$ cat src/rtl/sar_compare_ctrl.sv
// Purpose: successive-approximation search for the largest trial code C with A >= C, driven through an external comparator.
// Latency: WIDTH*(CMP_LAT+1) cycles from the start edge to the done pulse; done lasts exactly one cycle.
// Backpressure: none; start is only accepted in IDLE, abort cancels a running search without a done pulse.
module sar_compare_ctrl #(
   parameter int WIDTH   = 8,
   parameter int CMP_LAT = 2
) (
   input  logic             clk,
   input  logic             rst_n,
   input  logic             start,
   input  logic             abort,
   input  logic             cmp_ge,
   output logic [WIDTH-1:0] trial,
   output logic             busy,
   output logic             done,
   output logic [WIDTH-1:0] result
);

   localparam int IW = (WIDTH > 1) ? $clog2(WIDTH) : 1;
   localparam int CW = ($clog2(CMP_LAT + 1) > 1) ? $clog2(CMP_LAT + 1) : 1;

   localparam logic [IW-1:0]    IDX_TOP  = IW'(WIDTH - 1);
   localparam logic [CW-1:0]    CNT_INIT = CW'(CMP_LAT);
   localparam logic [WIDTH-1:0] ONE      = WIDTH'(1);
   localparam logic [WIDTH-1:0] MSB      = ONE << (WIDTH - 1);

   typedef enum logic [1:0] {
      IDLE = 2'd0,
      TEST = 2'd1,
      DONE = 2'd2
   } state_t;

   state_t           state, state_nxt;
   logic [WIDTH-1:0] acc, acc_nxt, acc_set;
   logic [WIDTH-1:0] trial_nxt, result_nxt;
   logic [IW-1:0]    idx, idx_nxt;
   logic [CW-1:0]    cnt, cnt_nxt;

   // Status flags are pure decodes of the state so they track it with no extra delay.
   assign busy = (state == TEST);
   assign done = (state == DONE);

   // State and datapath registers; everything clears on reset, including mid-search.
   always_ff @(posedge clk or negedge rst_n) begin
      if (!rst_n) begin
         state  <= IDLE;
         trial  <= '0;
         result <= '0;
         acc    <= '0;
         idx    <= '0;
         cnt    <= '0;
      end else begin
         state  <= state_nxt;
         trial  <= trial_nxt;
         result <= result_nxt;
         acc    <= acc_nxt;
         idx    <= idx_nxt;
         cnt    <= cnt_nxt;
      end
   end

   // Next-state and datapath: cnt absorbs the comparator pipeline, then one bit is resolved per sample.
   always_comb begin
      state_nxt  = state;
      trial_nxt  = trial;
      result_nxt = result;
      acc_nxt    = acc;
      idx_nxt    = idx;
      cnt_nxt    = cnt;
      acc_set      = acc;
      acc_set[idx] = cmp_ge;
      case (state)
         IDLE: begin
            // abort beats a simultaneous start, so the request is dropped
            if (start && !abort) begin
               state_nxt = TEST;
               trial_nxt = MSB;
               acc_nxt   = '0;
               idx_nxt   = IDX_TOP;
               cnt_nxt   = CNT_INIT;
            end
         end
         TEST: begin
            if (abort) begin
               // abort also wins over a final sample on the same edge
               state_nxt = IDLE;
               trial_nxt = '0;
            end else if (cnt != '0) begin
               cnt_nxt = cnt - 1'b1;
            end else begin
               acc_nxt = acc_set;
               if (idx == '0) begin
                  state_nxt  = DONE;
                  result_nxt = acc_set;
                  trial_nxt  = acc_set;
               end else begin
                  idx_nxt   = idx - 1'b1;
                  trial_nxt = acc_set | (ONE << (idx - 1'b1));
                  cnt_nxt   = CNT_INIT;
               end
            end
         end
         DONE: begin
            // start is ignored here; a restart needs a fresh sample in IDLE
            state_nxt = IDLE;
         end
         default: begin
            state_nxt = IDLE;
         end
      endcase
   end

endmodule

$ cat config.mk
export PLATFORM = sky130hd
export DESIGN_NAME = sar_compare_ctrl
export DESIGN_NICKNAME = d
export VERILOG_FILES = /design/src/rtl/sar_compare_ctrl.sv
export SDC_FILE = /design/constraint.sdc
export NUM_CORES = 1
export LEC_CHECK = 0
export CAP_MARGIN = 20
export CORE_MARGIN = 8
export CORE_UTILIZATION = 45
export CTS_BUF_LIST = sky130_fd_sc_hd__clkbuf_2
export CTS_CLUSTER_DIAMETER = 80
export DETAILED_ROUTE_END_ITERATION = 8
export DONT_BUFFER_PORTS = 1
export SYNTH_ARGS = -nofsm -noshare
export SYNTH_HDL_FRONTEND = slang
export SYNTH_SLANG_ARGS = --single-unit
$ cat constraint.sdc
create_clock -name clk -period 2.5 [get_ports clk]
set_clock_uncertainty 0.2 [all_clocks]
set_input_delay 0.375 -clock clk [delete_from_list [all_inputs] [get_ports clk]]
set_output_delay 0.375 -clock clk [all_outputs]
set_load 0.005 [all_outputs]
==> flow_summary.json, run 1 <==
{
  "status": "finished, final reports clean",
  "worstSetupPathType": "flip-flop to flip-flop",
  "grt_setup_unrepaired": "false",
  "critPathArrivalTime_ns": 2.26,
  "grt_pass1_vias": 1152,
  "place.gp.congestion": 0.933,
  "wl_um": 3420,
  "postCtsSetupRepairBufs": 0,
  "layout_top_cells": "dfrtp_1, inv_1, mux2i_1",
  "yosysTopAreaCellShare": 0.467,
  "cp-end-kind": "flip-flop",
  "timing.fmax_mhz": 467,
  "ys.flop_type": "dfrtp_1",
  "cts-resized-gates": 0,
  "cts_tree": "built",
  "cts-root-buf": "clkbuf_2",
  "xor_share": 0.0105,
  "synth_seq_share": 0.467,
  "warnings": 31,
  "die-height_um": 76.8,
  "fin_nets": 164
}
## run 1: critical path, cell delays in order, from the launching register on
cell and delay [ns]:
dfrtp_1 0.52, inv_1 0.15, ha_1 0.23, nand2b_1 0.22, nor3_2 0.35, buf_4 0.22
mux2i_1 0.19
## run 1: through the flow
| step | cell area, um2 | cells | utilization | power (mW) |
|---|---|---|---|---|
| 2_1_floorplan | 1660 | 147 | - | 0.916 |
| 3_3_place_gp | 1690 | 189 | 0.469 | 0.974 |
| 3_5_place_dp | 1690 | 189 | 0.469 | 0.982 |
| 4_1_cts | 1790 | 200 | 0.498 | 1.35 |
| 5_1_grt | 1800 | 201 | 0.500 | 1.43 |
| 6_report | 1800 | 201 | 0.500 | 1.33 |
## run 1: layout make-up
cell class | instances | area (um2) | share of cell area
repair buffers | 8 | 80.1 | 0.0444
well taps | 48 | 60.1 | 0.0333
multi-input cells | 86 | 749 | 0.415
flip-flops and latches | 31 | 776 | 0.430
clock buffers | 5 | 25.0 | 0.0139
clock inverters | 3 | 38.8 | 0.0215
inverters | 20 | 75.1 | 0.0416
## run 1: how the worst min path moves through the flow
stage / from / end / slack [ns] / cells after the start
floorplan: rst_n / acc[0] / -0.12 / 0
global placement: rst_n / cnt[0] / -0.12 / 0
detailed placement: rst_n / cnt[0] / -0.12 / 0
CTS: start / state[0] / 0.004 / 1
global route: cmp_ge / acc[2] / 0.03 / 2
finish: cmp_ge / acc[2] / 0.05 / 2
## run 1: power breakdown
| part | switching [mW] | leakage [nW] | internal, mW |
|---|---|---|---|
| clock network | 0.174 | 0.0404 | 0.164 |
| registers | 0.0695 | 0.391 | 0.558 |
| logic | 0.199 | 0.347 | 0.161 |
| total | 0.442 | 0.778 | 0.884 |
Figure 1. Track usage over the die (run 1).
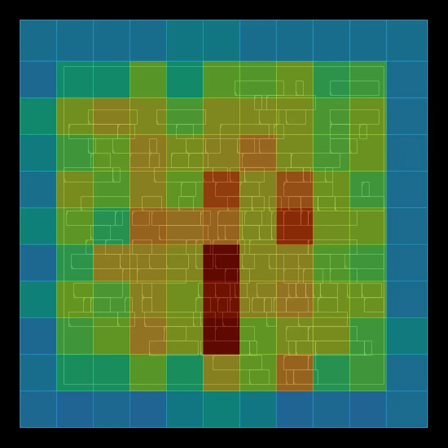
Wirelength per Cell: 17.0 um
GR peak layer: met2
GR Layer Usage met2: 0.181
met1 Track Usage GR: 0.156
met3 usage: 0.0676

Figure 2. Drive-strength map (run 1).
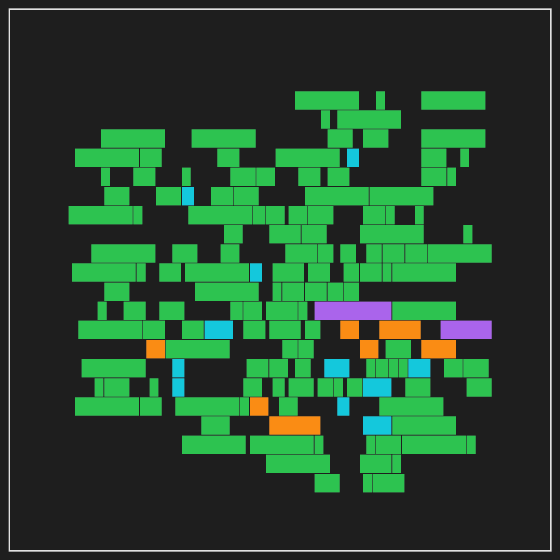
green -> x1 and smaller  # cells 133, share 87%
purple -> x6 and larger  # cells 2, share 1.3%
cyan -> x2  # cells 11, share 7.2%
orange -> x3 and x4  # cells 7, share 4.6%
Non-clk bufs: 8
post-route cell area: 1800 um2
P&R area growth vs syn: 8.58%
Final WS setup: 0.356 ns

Figure 3. Local utilization (run 1).
The bar under the picture is 20 um long. 8 x 8 tiles, from dark blue (low) to red (high), 0 to 100% covered.
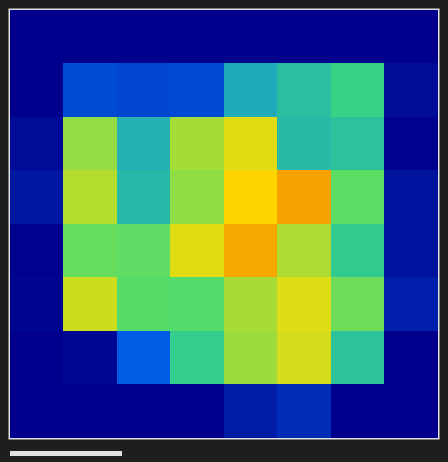
nearly empty tiles = 33%
densest ninth of the die = middle
mean over tiles = 30%

Figure 4. Signal metal coverage by tile (run 1).
The bar under the picture is 20 um long. 15 x 15 tiles, from dark blue (low) to red (high), scaled to the fullest tile. Values are wire area over tile area, all layers added.
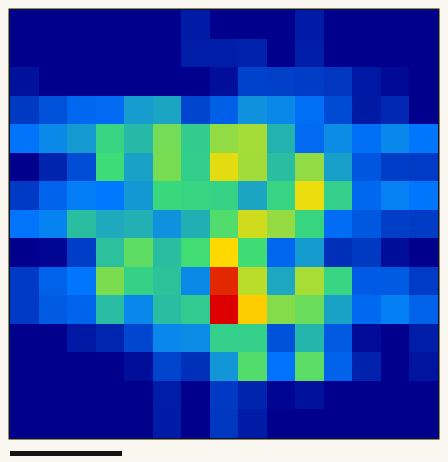

==> inputs of run 2 (changes only) <==
--- a/config.mk
+++ b/config.mk
@@ -6,9 +6,8 @@
 export NUM_CORES = 1
 export LEC_CHECK = 0
 export CAP_MARGIN = 20
-export CORE_MARGIN = 8
 export CORE_UTILIZATION = 45
-export CTS_BUF_LIST = sky130_fd_sc_hd__clkbuf_2
+export CTS_BUF_LIST = sky130_fd_sc_hd__clkbuf_4
 export CTS_CLUSTER_DIAMETER = 80
 export DETAILED_ROUTE_END_ITERATION = 8
 export DONT_BUFFER_PORTS = 1
Figure 5. Signal metal coverage by tile (run 2).
The bar under the picture is 20 um long. 13 x 13 tiles, from dark blue (low) to red (high), scaled to the fullest tile. Values are wire area over tile area, all layers added.
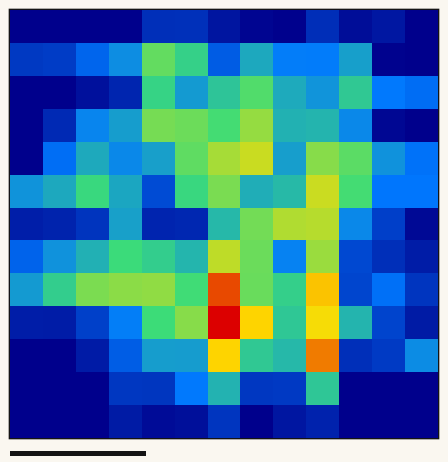
tiles over half the peak = 20%
mean over tiles = 0.14
nearly empty tiles = 18%
GRT Total Usage: 0.195
Wirelength per Cell: 17.2 um
final WL: 3400 um
via count: 1150

Figure 6. Local utilization (run 2).
The bar under the picture is 20 um long. 6 x 6 tiles, from dark blue (low) to red (high), 0 to 100% covered.
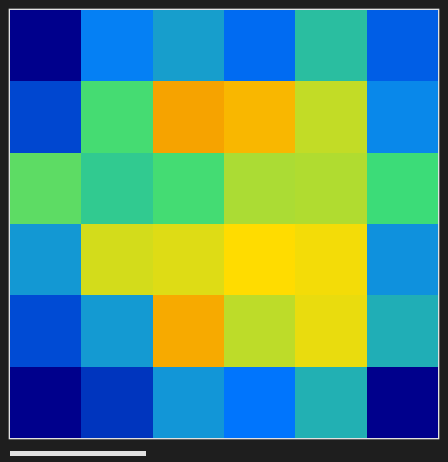
nearly empty tiles = 8.3%
densest ninth of the die = middle
tiles over 75% full = 8.3%
fullest tile = 82%

==> run 2 against run 1 <==
  * Largest power group unchanged
  * Non-clock buffer count is 2 lower
  * Count of clock-buffer cells in the layout did not move
  * Combinational power increased by 6.1%
  * Synthesized cell count unchanged
==> flow_summary.json, run 2 <==
{
  "power.switching_uw": 453,
  "ys.flop_type": "dfrtp_1",
  "fin_ws_ns": 0.211,
  "place.gp.congestion": 0.824,
  "fin_nets": 162,
  "cts-resized-gates": 0,
  "layout.area.comb_um2": 749,
  "grt_setup_unrepaired": "false",
  "grt_pass1_vias": 1180,
  "status": "finished, final reports clean",
  "p_seq_frac": 0.481,
  "p_clk_frac": 0.221,
  "postCtsSetupRepairBufs": 0,
  "dpl_cell_area_um2": 1690,
  "die-height_um": 62.8,
  "final_core_util": 0.514,
  "warnings": 31,
  "worstSetupPathType": "flip-flop to flip-flop",
  "yosysTopAreaCellShare": 0.467,
  "final_area_um2": 1770,
  "p_int_uw": 827,
  "cts_tree": "built"
}
==> run 2: power groups by stage <==
stage          sequential (mW)  combinational, mW  clock (mW)
4_1_cts                  0.617              0.385       0.289
3_3_place_gp             0.623              0.356           0
6_report                 0.616              0.382       0.282
2_1_floorplan            0.604              0.313           0
3_5_place_dp             0.627              0.367           0
5_1_grt                  0.626              0.429       0.315
==> run 2: layout make-up <==
class,instances,area share
repair buffers,6,0.0339
multi-input cells,86,0.423
clock inverters,3,0.00848
flip-flops and latches,31,0.438
inverters,20,0.0424
clock buffers,5,0.0212
well taps,46,0.0325
==> run 2: logic make-up (layout without fill, tap and decap cells) <==
logic type,count (synthesis),in the layout,synth area share
compound gates,26,26,0.146
simple gates,32,32,0.125
mux,19,19,0.117
buf+inv,30,34,0.0821
flops,31,31,0.467
xor+xnor,2,2,0.0105
fa+ha+maj,7,7,0.0527
==> run 2: final timing paths <==
path / from / end / slack [ns] / depth (start not counted)
setup / recovery: idx[1] / result[6] / 0.21 / 6
hold / removal: abort / trial[7] / 0.03 / 2
setup reg to reg: idx[1] / result[6] / 0.21 / 6
hold reg to reg: acc[3] / acc[3] / 0.30 / 1
max in group asynchronous: rst_n / trial[4] / 1.66 / 2
min in group asynchronous: rst_n / cnt[1] / 0.27 / 2
==> run 2: worst max-delay path, stage by stage (launching register included) <==
cell and delay (ns):
dfrtp_1 0.51, inv_1 0.15, ha_1 0.23, nand2b_1 0.20
nor3_2 0.46, buf_4 0.25, mux2i_1 0.21
==> run 2: layer usage <==
| layer | vias to the layer above | GRT usage | wire (um) |
|---|---|---|---|
| li1 | 534 | - | - |
| met1 | 578 | 0.250 | 1580 |
| met2 | 29 | 0.296 | 1550 |
| met3 | 9 | 0.0730 | 175 |
| met4 | 0 | 0.0814 | 84 |
| met5 | - | 0 | 0 |
No activity file was given, so power comes from the tool's default toggle rates.
